--- src/rtl/act_sparse_index_scheduler.sv ---
`default_nettype none
// +----------------------------------------------------------------------------+
// | act_sparse_index_scheduler                                                 |
// | Walks a 16-bit nonzero-weight bitmap LSB->MSB, issuing one activation      |
// | select index and compressed-weight pointer per accepted handshake.         |
// | Revision: 1.0                                                              |
// +----------------------------------------------------------------------------+
module act_sparse_index_scheduler #(
  parameter int BLOCK_NUMBER = 16,
  parameter int INDEX_WIDTH  = 4
) (
  input  logic                     clk,
  input  logic                     rst,
  input  logic                     in_valid,
  output logic                     in_ready,
  input  logic [BLOCK_NUMBER-1:0]  in_bitmap,
  input  logic                     abort,
  output logic                     out_valid,
  input  logic                     out_ready,
  output logic [INDEX_WIDTH-1:0]   mask,
  output logic [INDEX_WIDTH-1:0]   weight_ptr,
  output logic                     out_last,
  output logic [INDEX_WIDTH:0]     nz_count,
  output logic                     blk_done,
  output logic                     blk_empty
);

  localparam logic [0:0] S_IDLE  = 1'b0;
  localparam logic [0:0] S_ISSUE = 1'b1;

  logic [0:0]              r_state;
  logic [0:0]              w_state_next;
  logic [BLOCK_NUMBER-1:0] r_pending;
  logic [INDEX_WIDTH-1:0]  r_wptr;
  logic [INDEX_WIDTH:0]    r_nz;
  logic                    r_done;
  logic                    r_empty;

  logic [INDEX_WIDTH-1:0]  w_low_idx;
  logic                    w_one_left;
  logic [INDEX_WIDTH:0]    w_popcount;
  logic                    w_capture;
  logic                    w_issue_hs;

  // Scanning from MSB down leaves the lowest set bit as the final assignment.
  always_comb begin
    w_low_idx = '0;
    for (int i = BLOCK_NUMBER - 1; i >= 0; i--) begin
      if (r_pending[i]) begin
        w_low_idx = INDEX_WIDTH'(i);
      end
    end
  end

  always_comb begin
    w_popcount = '0;
    for (int i = 0; i < BLOCK_NUMBER; i++) begin
      w_popcount = w_popcount + {{INDEX_WIDTH{1'b0}}, in_bitmap[i]};
    end
  end

  assign w_one_left = (r_pending != '0) &&
                      ((r_pending & (r_pending - BLOCK_NUMBER'(1))) == '0);
  assign w_capture  = (r_state == S_IDLE) && in_valid && !abort;
  assign w_issue_hs = (r_state == S_ISSUE) && out_ready && !abort;

  always_ff @(posedge clk) begin
    if (rst) begin
      r_state <= S_IDLE;
    end else begin
      r_state <= w_state_next;
    end
  end

  always_comb begin
    w_state_next = r_state;
    case (r_state)
      S_IDLE: begin
        if (w_capture && (in_bitmap != '0)) begin
          w_state_next = S_ISSUE;
        end
      end
      S_ISSUE: begin
        if (abort) begin
          w_state_next = S_IDLE;
        end else if (w_issue_hs && w_one_left) begin
          w_state_next = S_IDLE;
        end
      end
      default: w_state_next = S_IDLE;
    endcase
  end

  always_ff @(posedge clk) begin
    if (rst) begin
      r_pending <= '0;
      r_wptr    <= '0;
      r_nz      <= '0;
      r_done    <= 1'b0;
      r_empty   <= 1'b0;
    end else begin
      r_done  <= 1'b0;
      r_empty <= 1'b0;
      if (w_capture) begin
        r_pending <= in_bitmap;
        r_nz      <= w_popcount;
        r_wptr    <= '0;
        if (in_bitmap == '0) begin
          r_done  <= 1'b1;
          r_empty <= 1'b1;
        end
      end else if ((r_state == S_ISSUE) && abort) begin
        r_pending <= '0;
      end else if (w_issue_hs) begin
        r_pending <= r_pending & (r_pending - BLOCK_NUMBER'(1));
        // Final issue holds the pointer so it never wraps past 15.
        if (w_one_left) begin
          r_done <= 1'b1;
        end else begin
          r_wptr <= r_wptr + INDEX_WIDTH'(1);
        end
      end
    end
  end

  always_comb begin
    in_ready  = 1'b1;
    out_valid = 1'b0;
    mask      = '0;
    out_last  = 1'b0;
    case (r_state)
      S_ISSUE: begin
        in_ready  = 1'b0;
        out_valid = 1'b1;
        mask      = w_low_idx;
        out_last  = w_one_left;
      end
      default: begin
        in_ready  = 1'b1;
        out_valid = 1'b0;
      end
    endcase
  end

  assign weight_ptr = r_wptr;
  assign nz_count   = r_nz;
  assign blk_done   = r_done;
  assign blk_empty  = r_empty;

endmodule
`default_nettype wire

--- config.mk ---
export PLATFORM = sky130hd
export DESIGN_NAME = act_sparse_index_scheduler
export DESIGN_NICKNAME = d
export VERILOG_FILES = /design/src/rtl/act_sparse_index_scheduler.sv
export SDC_FILE = /design/constraint.sdc
export NUM_CORES = 1
export LEC_CHECK = 0
export ABC_AREA = 1
export CORE_MARGIN = 1.5
export CORE_UTILIZATION = 27
export CTS_BUF_LIST = sky130_fd_sc_hd__clkbuf_16
export DETAILED_ROUTE_END_ITERATION = 10
export PLACE_DENSITY = 0.5
export SLEW_MARGIN = 20
export SYNTH_ARGS = -nofsm -noshare
export SYNTH_HDL_FRONTEND = slang
export SYNTH_SLANG_ARGS = --single-unit
--- constraint.sdc ---
create_clock -name clk -period 5.9 [get_ports clk]
set_clock_uncertainty 0.05 [all_clocks]
set_input_delay 1.77 -clock clk [delete_from_list [all_inputs] [get_ports clk]]
set_output_delay 1.77 -clock clk [all_outputs]
set_load 0.1 [all_outputs]
==> results.toml <==
# flow metrics
[grt]
track_usage = 0.141
grt_max_degree = 30
grt_pass1_vias = 2013
antenna_found_initial = 0

[timing]
hold_viol = 0
slew_headroom = 0.343
setup_violations = 0
slew_viol_final = 0
clock.fmax_mhz = 192
fin_tns_setup_ns = 0
worst_pin_slew_ns = 0.983

[hold_path]
hold_path_startpoint = "nz_count[3]$_SDFFE_PP0P_"
holdPathStages = 2

[synth]
edf_count = 0
ys_cells = 295
top_cell_area_share = 0.275
yosys.area.top_type = "dfxtp_1"
yosys_warnings = 0
syn_inst = 295
synth_cell_type_count = 35
syn_area_sq_mm = 0.00204
synthFlopType = "dfxtp_1"
area_leaders = "dfxtp_1, nand2_1, fa_1"
yosysMostFrequentCell = "nand2_1"
ys_async_sr_fraction = 0

[cells_and_area]
final_cells = 430
regArea_sq_um = 561
n_fill_cell = 810
area_growth_pct = 28.4
logic_area_sq_mm = 0.00125
n_antenna_cell = 0

[clock_network]
cts_buffers = 3
clk_pin_slew_ns = 0.07
htree_num_levels = 1
cts.hold.buffers_added = 0
clockBufferDepth = 2
tritoncts = "yes"
post-cts-setup-buffer-count = 0

[worst_setup_path]
cp.arrival_ns = 5.31
r2r_start = "r_state$_SDFF_PP0_"
cp_data_required_time_ns = 6.00
path_max_fanout = 3
path_cells = "clkdlybuf4s50_1, inv_1, fa_1, fa_1, fa_1, fa_1, inv_1, ha_1, fa_1, nand2_1, inv_1, o21ai_0, o21ai_0"
reg2reg_depth = 6
crit_path_start = "in_bitmap[5]"

[die]
num_rows = 31
chip_area_sq_mm = 0.00808
fp_util = 0.280
io_pins = 39

[detailed_routing]
vias = 1953
wl_per_cell_um = 12.0
routed_wl_um = 5170
drtPass1Iterations = 4
vias_per_cell = 4.54
drt_iter0_markers = 93
postRouteAntennaNets = 0

[flow_run]
max_cap_viol_count = 0

[pwr]
power.total_mw = 0.777

[place]
gp_congestion = 0.799

[run_status]
outcome = "completed"
==> sequential cells by signal, summed over array words and instances (netlist names) <==
signal      cells
blk_done        1
blk_empty       1
r_pending      16
weight_ptr      4
nz_count        5
r_state         1
==> critical path, delay by kind of cell <==
family	cells	cell delay, ns
simple gates	1	0.07
fa+ha+maj	6	2.56
compound gates	2	0.23
buf+inv	4	0.67
==> through the flow <==
step | hold slack, ns | area [sq um] | worst slack [ns]
4_1_cts | 0.436 | 2620 | 0.653
5_1_grt | 0.462 | 2620 | 0.374
3_3_place_gp | 0.404 | 2510 | 0.472
3_5_place_dp | 0.409 | 2510 | 0.364
2_1_floorplan | 0.448 | 2040 | 0.643
6_report | 0.427 | 2620 | 0.691
==> per-layer routing <==
layer | vias up | part of all wire | track usage
met1 | 886 | 0.52 | 0.200
met5 | - | 0 | 0
met2 | 34 | 0.44 | 0.226
met3 | 5 | 0.032 | 0.0144
li1 | 1028 | - | -
met4 | 0 | 0.014 | 0.0437
==> logic make-up after synthesis <==
kind of cell | Yosys count | synth area share
flip-flops | 28 | 0.275
XOR/XNOR | 3 | 0.0129
AND/OR/NAND/NOR | 134 | 0.303
adder cells (fa/ha/maj) | 17 | 0.141
AND-OR/OR-AND | 55 | 0.157
buffers and inverters | 58 | 0.111
==> where the power goes <==
group	total, mW	internal [mW]	switching, mW
combinational	0.350	0.121	0.229
sequential	0.226	0.207	0.0194
clock	0.201	0.135	0.0659
==> layout make-up <==
cell class / count / share of cell area
repair buffers: 38 / 0.145
clock inverters: 1 / 0.0115
clock buffers: 3 / 0.0287
well taps: 99 / 0.0473
flip-flops and latches: 28 / 0.214
multi-input cells: 209 / 0.478
inverters: 52 / 0.0746
==> worst paths after layout <==
kind / end / slack [ns]
setup / recovery: nz_count[4]$_SDFFE_PP0P_ / 0.69
hold / removal: nz_count[3]$_SDFFE_PP0P_ / 0.43
setup reg to reg: weight_ptr[0]$_SDFFE_PP0P_ / 4.07
hold reg to reg: nz_count[3]$_SDFFE_PP0P_ / 0.43
==> placed cells by master (no fill, tap or decap), drive strengths merged, types with 3 or more instances in the layout <==
master / n
dfxtp: 28
a31oi: 11
ha: 7
o21ai: 21
a21oi: 12
nand3: 23
clkbuf: 3
inv: 52
nor2: 33
nand2: 71
nor3: 3
fa: 10
clkdlybuf4s50: 38
metal_stack.png
(6 px per um)
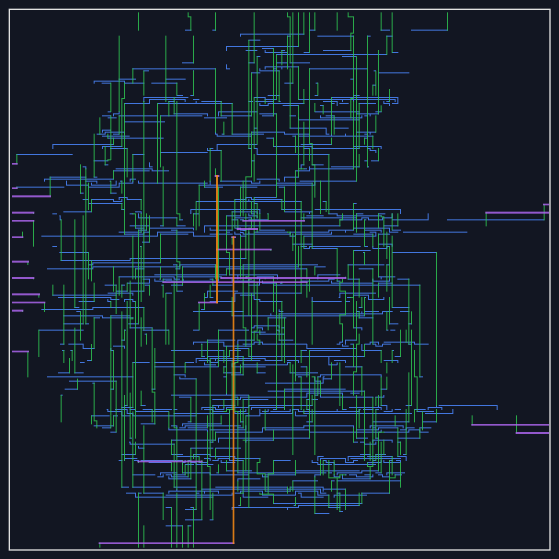
color	layer	wire length
orange	met4	72.1 um
blue	met1	2670 um
green	met2	2270 um
purple	met3	168 um

pdn.png
(4 px per um) Pins as bars on the die edge.
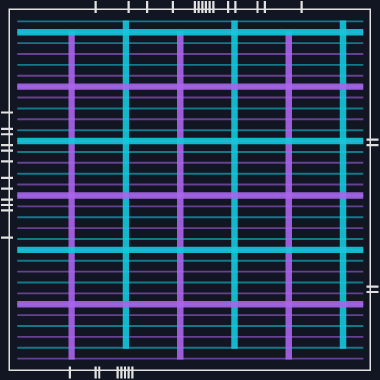
color	net
purple	VSS
cyan	VDD
met4 straps	6
met5 straps	6
signal pins	39
met1 rails	32
rows	31

final_clocks.png
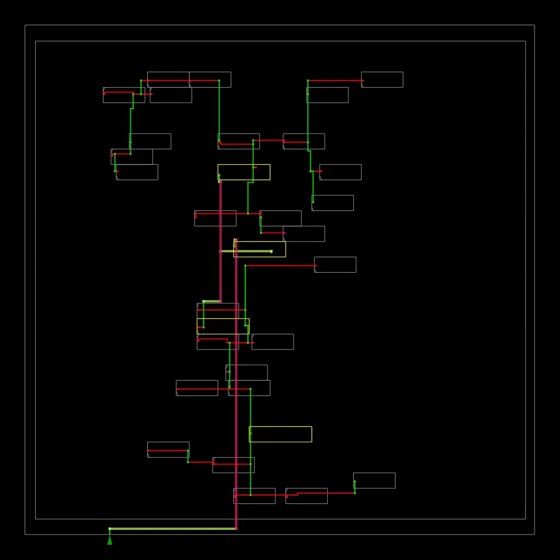
Clk power: 0.201 mW
FF+latch count: 28
clock buffer count: 3

clock_map.png
(3 px per um)
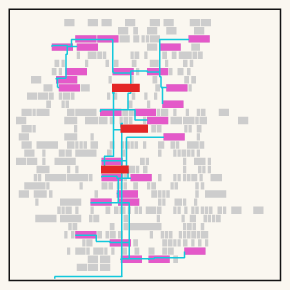
[magenta] flip-flops | count: 28
[red] cells driving clock nets | count: 3
[cyan] clock wires | length: 384 um
routed clock nets	4

No activity file was given, so power comes from the tool's default toggle rates.
